<file path="src/rtl/detector_borda_pkg.sv">
`default_nettype none
// ============================================================================
// detector_borda_pkg : modo encodings and parameter limits for the detector
// Rev 1.0
// ============================================================================
package detector_borda_pkg;

   localparam logic [1:0] MODO_DESLIGADO = 2'b00;
   localparam logic [1:0] MODO_SUBIDA    = 2'b01;
   localparam logic [1:0] MODO_DESCIDA   = 2'b10;
   localparam logic [1:0] MODO_AMBAS     = 2'b11;

   localparam int N_MIN            = 1;
   localparam int N_MAX            = 32;
   localparam int SYNC_STAGES_MIN  = 2;
   localparam int SYNC_STAGES_MAX  = 4;
   localparam int DEBOUNCE_MIN     = 1;
   localparam int DEBOUNCE_MAX     = 255;
   localparam int CNT_W_MIN        = 4;
   localparam int CNT_W_MAX        = 32;

   // Wide enough for DEBOUNCE_MAX
   localparam int DEB_CNT_W        = 8;

endpackage
`default_nettype wire

</file>
<file path="src/rtl/detector_borda_multi_if.sv">
`default_nettype none
// ============================================================================
// detector_borda_multi_if : channel inputs, controls and event outputs
// Rev 1.0
// ============================================================================
interface detector_borda_multi_if #(
   parameter int N     = 4,
   parameter int CNT_W = 8
);
   logic [N-1:0]     entrada;
   logic [2*N-1:0]   modo;
   logic [N-1:0]     limpar;
   logic             zerar_contagem;
   logic [N-1:0]     pulso;
   logic [N-1:0]     pendente;
   logic             irq;
   logic [CNT_W-1:0] contagem;

   modport master (
      output entrada, modo, limpar, zerar_contagem,
      input  pulso, pendente, irq, contagem
   );

   modport slave (
      input  entrada, modo, limpar, zerar_contagem,
      output pulso, pendente, irq, contagem
   );
endinterface
`default_nettype wire

</file>
<file path="src/rtl/detector_borda_canal.sv">
`default_nettype none
// ============================================================================
// detector_borda_canal : one channel - synchroniser, debounce, edge pulse
// Rev 1.0
// ============================================================================
module detector_borda_canal
   import detector_borda_pkg::*;
#(
   parameter int SYNC_STAGES = 2,
   parameter int DEBOUNCE    = 4
) (
   input  wire logic       clk,
   input  wire logic       rst,
   input  wire logic       entrada,
   input  wire logic [1:0] modo,
   output logic            pulso
);

   localparam logic [DEB_CNT_W-1:0] C_DEB_LAST = DEB_CNT_W'(DEBOUNCE - 1);

   logic [SYNC_STAGES-1:0] r_sync;
   logic                   r_filt;
   logic [DEB_CNT_W-1:0]   r_cnt;
   logic                   r_pulso;

   logic w_nivel;
   logic w_difere;
   logic w_toggle;
   logic w_sobe_ok;
   logic w_desce_ok;
   logic w_evento;

   assign w_nivel    = r_sync[SYNC_STAGES-1];
   assign w_difere   = (w_nivel != r_filt);
   // The edge that would bring the count to DEBOUNCE flips the filtered level
   assign w_toggle   = w_difere && (r_cnt == C_DEB_LAST);
   assign w_sobe_ok  = (modo == MODO_SUBIDA)  || (modo == MODO_AMBAS);
   assign w_desce_ok = (modo == MODO_DESCIDA) || (modo == MODO_AMBAS);
   assign w_evento   = w_toggle && ((!r_filt && w_sobe_ok) || (r_filt && w_desce_ok));

   always_ff @(posedge clk) begin
      if (rst) begin
         r_sync  <= '0;
         r_filt  <= 1'b0;
         r_cnt   <= '0;
         r_pulso <= 1'b0;
      end else begin
         r_sync  <= {r_sync[SYNC_STAGES-2:0], entrada};
         r_pulso <= w_evento;
         if (!w_difere) begin
            r_cnt <= '0;
         end else if (w_toggle) begin
            r_filt <= ~r_filt;
            r_cnt  <= '0;
         end else begin
            r_cnt <= r_cnt + 1'b1;
         end
      end
   end

   assign pulso = r_pulso;

endmodule
`default_nettype wire

</file>
<file path="src/rtl/detector_borda_multi.sv">
`default_nettype none
// ============================================================================
// detector_borda_multi : N debounced edge detectors, sticky flags, irq, count
// Rev 1.0
// ============================================================================
module detector_borda_multi
   import detector_borda_pkg::*;
#(
   parameter int N           = 4,
   parameter int SYNC_STAGES = 2,
   parameter int DEBOUNCE    = 4,
   parameter int CNT_W       = 8
) (
   input wire logic              clk,
   input wire logic              rst,
   detector_borda_multi_if.slave bus
);

   localparam int PC_W  = $clog2(N + 1);
   localparam int SUM_W = ((CNT_W > PC_W) ? CNT_W : PC_W) + 1;
   localparam logic [SUM_W-1:0] C_SAT = SUM_W'({CNT_W{1'b1}});

   logic [N-1:0]     w_pulso;
   logic [N-1:0]     r_pendente;
   logic [CNT_W-1:0] r_contagem;
   logic [PC_W-1:0]  w_pop;
   logic [SUM_W-1:0] w_base;
   logic [SUM_W-1:0] w_soma;

   generate
      for (genvar i = 0; i < N; i++) begin : g_canal
         detector_borda_canal #(
            .SYNC_STAGES (SYNC_STAGES),
            .DEBOUNCE    (DEBOUNCE)
         ) u_canal (
            .clk     (clk),
            .rst     (rst),
            .entrada (bus.entrada[i]),
            .modo    (bus.modo[2*i +: 2]),
            .pulso   (w_pulso[i])
         );
      end
   endgenerate

   always_comb begin
      w_pop = '0;
      for (int k = 0; k < N; k++) begin
         w_pop = w_pop + PC_W'(w_pulso[k]);
      end
   end

   // zerar_contagem restarts the total from this cycle's events
   assign w_base = bus.zerar_contagem ? '0 : SUM_W'(r_contagem);
   assign w_soma = w_base + SUM_W'(w_pop);

   always_ff @(posedge clk) begin
      if (rst) begin
         r_pendente <= '0;
         r_contagem <= '0;
      end else begin
         r_pendente <= (r_pendente & ~bus.limpar) | w_pulso;
         r_contagem <= (w_soma > C_SAT) ? {CNT_W{1'b1}} : w_soma[CNT_W-1:0];
      end
   end

   assign bus.pulso    = w_pulso;
   assign bus.pendente = r_pendente;
   assign bus.contagem = r_contagem;
   assign bus.irq      = |r_pendente;

endmodule
`default_nettype wire

</file>
<file path="src/flat_wrapper.sv">
// flat-port wrapper written by rule: the top's interface ports become plain ports
module detector_borda_multi_flat import detector_borda_pkg::*;
#(
   parameter int N           = 4,
   parameter int SYNC_STAGES = 2,
   parameter int DEBOUNCE    = 4,
   parameter int CNT_W       = 8
)
  (clk, rst, bus_entrada, bus_modo, bus_limpar, bus_zerar_contagem, bus_pulso, bus_pendente, bus_irq, bus_contagem);
  detector_borda_multi_if #(.N(N), .CNT_W(CNT_W)) bus_i ();
  input wire logic clk;
  input wire logic rst;
  input wire logic [$bits(bus_i.entrada)-1:0] bus_entrada;
  input wire logic [$bits(bus_i.modo)-1:0] bus_modo;
  input wire logic [$bits(bus_i.limpar)-1:0] bus_limpar;
  input wire logic [$bits(bus_i.zerar_contagem)-1:0] bus_zerar_contagem;
  output wire logic [$bits(bus_i.pulso)-1:0] bus_pulso;
  output wire logic [$bits(bus_i.pendente)-1:0] bus_pendente;
  output wire logic [$bits(bus_i.irq)-1:0] bus_irq;
  output wire logic [$bits(bus_i.contagem)-1:0] bus_contagem;
  assign bus_i.entrada = bus_entrada;
  assign bus_i.modo = bus_modo;
  assign bus_i.limpar = bus_limpar;
  assign bus_i.zerar_contagem = bus_zerar_contagem;
  assign bus_pulso = bus_i.pulso;
  assign bus_pendente = bus_i.pendente;
  assign bus_irq = bus_i.irq;
  assign bus_contagem = bus_i.contagem;
  detector_borda_multi #(.N(N), .SYNC_STAGES(SYNC_STAGES), .DEBOUNCE(DEBOUNCE), .CNT_W(CNT_W)) u_core (.clk(clk), .rst(rst), .bus(bus_i));
endmodule
</file>
<file path="config.mk">
export PLATFORM = sky130hd
export DESIGN_NAME = detector_borda_multi_flat
export DESIGN_NICKNAME = d
export VERILOG_FILES = /design/src/rtl/detector_borda_pkg.sv /design/src/rtl/detector_borda_multi_if.sv /design/src/rtl/detector_borda_canal.sv /design/src/rtl/detector_borda_multi.sv /design/src/flat_wrapper.sv
export SDC_FILE = /design/constraint.sdc
export NUM_CORES = 1
export LEC_CHECK = 0
export CELL_PAD_IN_SITES_DETAIL_PLACEMENT = 0
export CELL_PAD_IN_SITES_GLOBAL_PLACEMENT = 2
export CORE_AREA = 3 3 97 99
export CTS_CLUSTER_DIAMETER = 40
export DETAILED_ROUTE_END_ITERATION = 7
export DIE_AREA = 0 0 100 102
export PLACE_DENSITY_LB_ADDON = 0.1
export SYNTH_ARGS = -nofsm -noshare
export SYNTH_HDL_FRONTEND = slang
export SYNTH_HIERARCHICAL = 1
export SYNTH_SLANG_ARGS = --single-unit
</file>
<file path="constraint.sdc">
create_clock -name clk -period 2.3 [get_ports clk]
set_clock_uncertainty 0.05 [all_clocks]
set_input_delay 0.575 -clock clk [delete_from_list [all_inputs] [get_ports clk]]
set_output_delay 0.575 -clock clk [all_outputs]
set_load 0.01 [all_outputs]
</file>
Figure 1. Routing congestion.
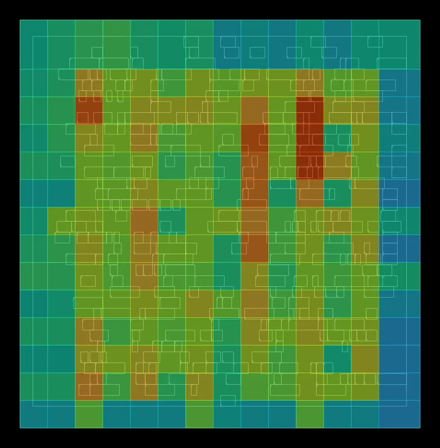
M1 GR Usage: 16.9%
drt wl/cell: 12.9 microns
met2 usage: 17.1%
Post-Route Utilization: 38.8%

Figure 2. Cell classes on the final placement.
Scale: 4 px per micron. Fill, decap, tap and diode cells in grey.
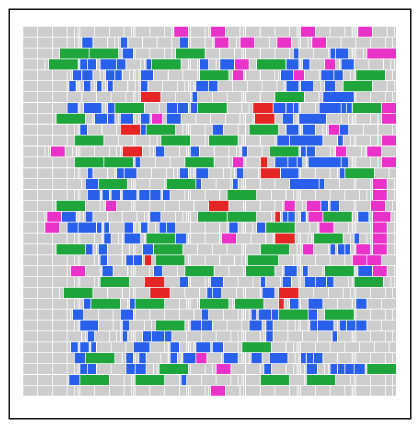
Key: magenta = other buffers and delay cells [cells 47, share of their area 14%]; red = clock drivers and dummy loads [cells 15, share of their area 5.2%]; green = flops [cells 60, share of their area 37%]; blue = combinational and other logic [cells 203, share of their area 43%]
cell area after layout: 0.00335 sq mm
Core Area: 0.00864 sq mm
flop share of the area: 35.9%
Site Rows: 34

==> reports/metrics.yaml <==
reg2reg_to: "u_core/bus.contagem[6]"
p_total_mw: 1.95
max_freq_ghz: 0.417
ys_top_cells_by_area: "dfxtp_1 (47%), xor2_1 (4.4%), a211oi_1 (3.5%)"
yosys_most_used_dff: "dfxtp_1"
worstSetupStartpointType: "register"
fp-utilization_pct: 29.8
largest_area_cell: "dfxtp_1"
syn_area_sq_mm: 0.00257
synthDistinctLibCells: 33
grt_pass1_wl_mm: 9.75
yosys.stat.seqShare_pct: 46.7
timing.hold.ws_ns: 0.390
fp.dieW_microns: 100
grt_pass1_vias: 2045
drt_iter0_drc: 36
vdd_ir_drop_max_v: 0.000184
nets: 348
globalRouteOverflowTotal: 0
pin_count: 36
path_clk_slew_ns: 0.06
tritoncts: "yes"
yosysTopAreaCellShare_pct: 46.7
hold_path_end: "u_core/g_canal[3].u_canal/r_sync[1]"
min_period_ns: 2.40
root_buffer: "clkbuf_8"
drv_cap: 0
via_per_inst: 4.76
place_area_sq_mm: 0.00316
drc: 0
crit_type: "reg -> reg"
setup_viol: 8
via_count: 2059
dp_slack_ns: -0.424
worstPathArrival_ns: 2.61
edf_count: 0
ctsHtreeMaxLevel: 3
fin_tns_setup_ns: -0.670
rr_startpoint: "u_core/g_canal[0].u_canal/pulso"
syn_area_per_cell_sq_um: 9.60
fp_nets: 295
detail-route-antenna-nets: 0
post_cts_resized: 5
period_used_pct: 104
cts_buffer_depth: 2
antenna_found_initial: 0
reg2reg_setup_slack_ns: -0.10
status: "complete, but fails checks"
hold_buffers: 0
finalHoldViolCount: 0
end_kind: "register"
ys_cells: 268
finalMaxSlewViolations: 0
rsz0062_at_grt: "yes"
drive_gt1_share_pct: 13.8
post_synth_inst_count: 268
yosys-top-cells-count: "dfxtp_1 (60), nand3_1 (17), inv_1 (16)"
cts_setup_buffers: 0
grt_max_degree: 19
power_density_mw_per_mm2: 582
slew_headroom_pct: 67.1
yosys.cell_count.top_type: "dfxtp_1"
worstRegToRegCells: 7
firstDrtPassIters: 4
worst_slack_ns: -0.100
cts_buffers: 9
gp_congestion: 0.711
routed_wl_mm: 5.58
die_y_microns: 102
area_growth_syn_to_layout_pct: 30.4
power.leakage_nw: 1.18
ys.flops: 60
synth_warnings: 6
min_from: "u_core/g_canal[3].u_canal/r_sync[0]"
crit_fanout: 3
async_flop_share_pct: 0
die_area_sq_mm: 0.0102
worst_pin_slew_ns: 0.491
ys_chip_area_sq_mm: 0.00257
clock_sinks: 60
hp-class: "reg -> reg"
tool_warnings: 29
nFillCells: 900
io_buffer_count: 35
violations: "negative setup slack"
grtUsageTotal_pct: 12.2
required_ns: 2.51
dp.final_hpwl_mm: 3.99
holdPathStages: 1
num_antenna_cells: 0
Figure 3. Register map, names as in the netlist.
Scale: 4 px per micron. Other sequential cells in the stronger grey, the rest of the logic in the fainter grey.
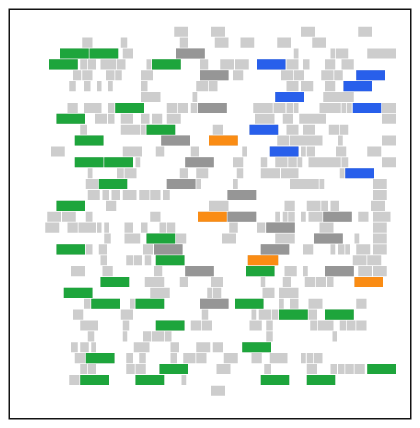
Key: orange = `u_core/g_canal.u_canal/pulso` [sequential cells 4, where centre]; blue = `u_core/bus.contagem` [sequential cells 8, where upper right]; green = `u_core/g_canal.u_canal/r_cnt` [sequential cells 32]
Another 16 sequential cells are not coloured.
Seq. cell area: 0.00120 sq mm
sequential power: 1.05 mW

Figure 4. Clock wires, drivers and flops.
Scale: 6 px per micron.
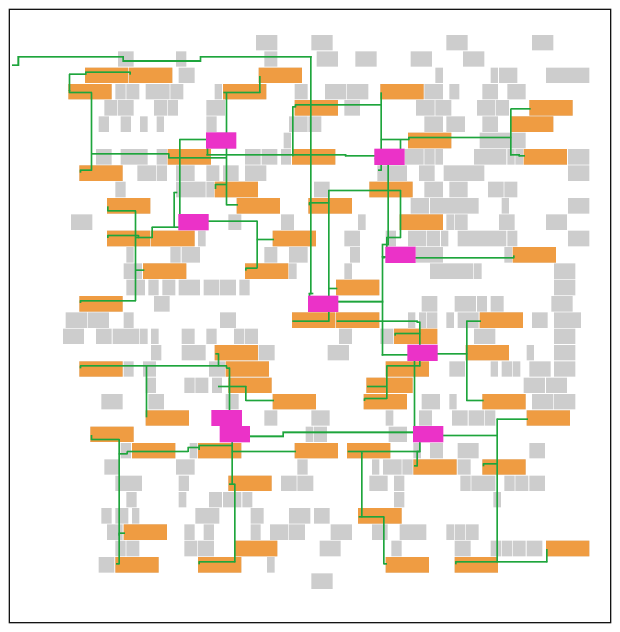
Key: magenta = clock drivers [count 9]; orange = flip-flops [count 60]; green = clock wires [length 883 microns]
There are 10 routed clock nets. Position of the flops: widely spread.
clk ins delay skew pair: 0.32 ns
clk pwr: 0.828 mW
power share of the clock group: 42.4%

-- placed cells by master, fill, tap and decap left out, types with 4 or more instances in the layout --
| master | n |
|---|---|
| xnor2_1 | 7 |
| nand2_1 | 8 |
| nand3_1 | 17 |
| nor2b_1 | 10 |
| or4_1 | 6 |
| a211oi_1 | 12 |
| xor2_1 | 13 |
| inv_1 | 16 |
| clkbuf_8 | 11 |
| clkdlybuf4s50_1 | 34 |
| a21oi_1 | 10 |
| a21oi_2 | 4 |
| nor2_1 | 13 |
| o31ai_1 | 4 |
| nor3b_1 | 8 |
| nor3_2 | 4 |
| ha_1 | 5 |
| nor3_1 | 8 |
| mux2i_1 | 4 |
| o21ai_0 | 12 |
| buf_4 | 11 |
| nand4_1 | 4 |
| dfxtp_1 | 59 |
| or4_4 | 4 |
| nand2b_1 | 10 |
| or3_1 | 12 |
-- metrics by stage --
step           util [%]  std cells
6_report           38.8        433
5_1_grt            38.8        433
4_1_cts            38.8        433
3_5_place_dp       36.6        418
3_3_place_gp       36.6        418
2_1_floorplan         -        268
-- report_power, final --
| part | internal (mW) | switching [mW] | leakage [nW] |
|---|---|---|---|
| Combinational | 0.0433 | 0.0273 | 0.602 |
| Sequential | 1.05 | 0.00516 | 0.486 |
| Clock | 0.441 | 0.387 | 0.0893 |
| Total | 1.53 | 0.419 | 1.18 |
-- metal layers --
layer	global-route usage (%)	vias to the layer above	routed length, microns
met5	0	-	0
met4	4.66	0	73
met3	4.44	6	261
met2	17.1	37	2290
met1	16.9	948	2950
li1	-	1068	-
-- critical path, cell delays in order (launching register included) --
cell,delay (ns)
dfxtp_2,0.33
fa_1,0.52
inv_1,0.05
fa_2,0.35
fa_2,0.39
nor3b_4,0.26
mux2_4,0.32
nor2_1,0.08
-- state kept, by name, summed over array words and instances, names as in the netlist --
register and cells:
u_core/bus.contagem 8, u_core/bus.pendente 4, u_core/g_canal.u_canal/pulso 4, u_core/g_canal.u_canal/r_cnt 32, u_core/g_canal.u_canal/r_filt 4, u_core/g_canal.u_canal/r_sync 8
-- area by class of cell --
cell class                      instances  area (sq um)  area share, %
Clock buffer                           13           159           4.74
Clock inverter                          2          10.0          0.299
Inverter                               16          60.1           1.79
Multi-Input combinational cell        187          1330           39.7
Sequential cell                        60          1200           35.9
Tap cell                              108           135           4.03
Timing Repair Buffer                   47           455           13.6
-- logic make-up after synthesis --
family	after synthesis	share of synthesized area [%]
and+or+nand+nor	108	25.7
DFF	60	46.7
AOI/OAI and AO/OA	46	11.0
buffers and inverters	21	3.06
xor gates and xnor gates	20	6.81
adders and majority gates	8	4.77
muxes	5	1.99
-- worst max path at each step --
stage | endpoint | slack [ns] | start | cells past startpoint
after floorplan | u_core/bus.contagem[6] | -0.06 | u_core/g_canal[0].u_canal/pulso | 7
after global placement | u_core/bus.contagem[7] | -0.41 | bus_zerar_contagem | 8
after detailed placement | u_core/bus.contagem[7] | -0.42 | bus_zerar_contagem | 8
after CTS | u_core/bus.contagem[6] | -0.12 | u_core/g_canal[0].u_canal/pulso | 7
after global routing | u_core/bus.contagem[7] | -0.22 | u_core/g_canal[0].u_canal/pulso | 7
final | u_core/bus.contagem[6] | -0.10 | u_core/g_canal[0].u_canal/pulso | 7
Power and IR drop assume default switching activity.
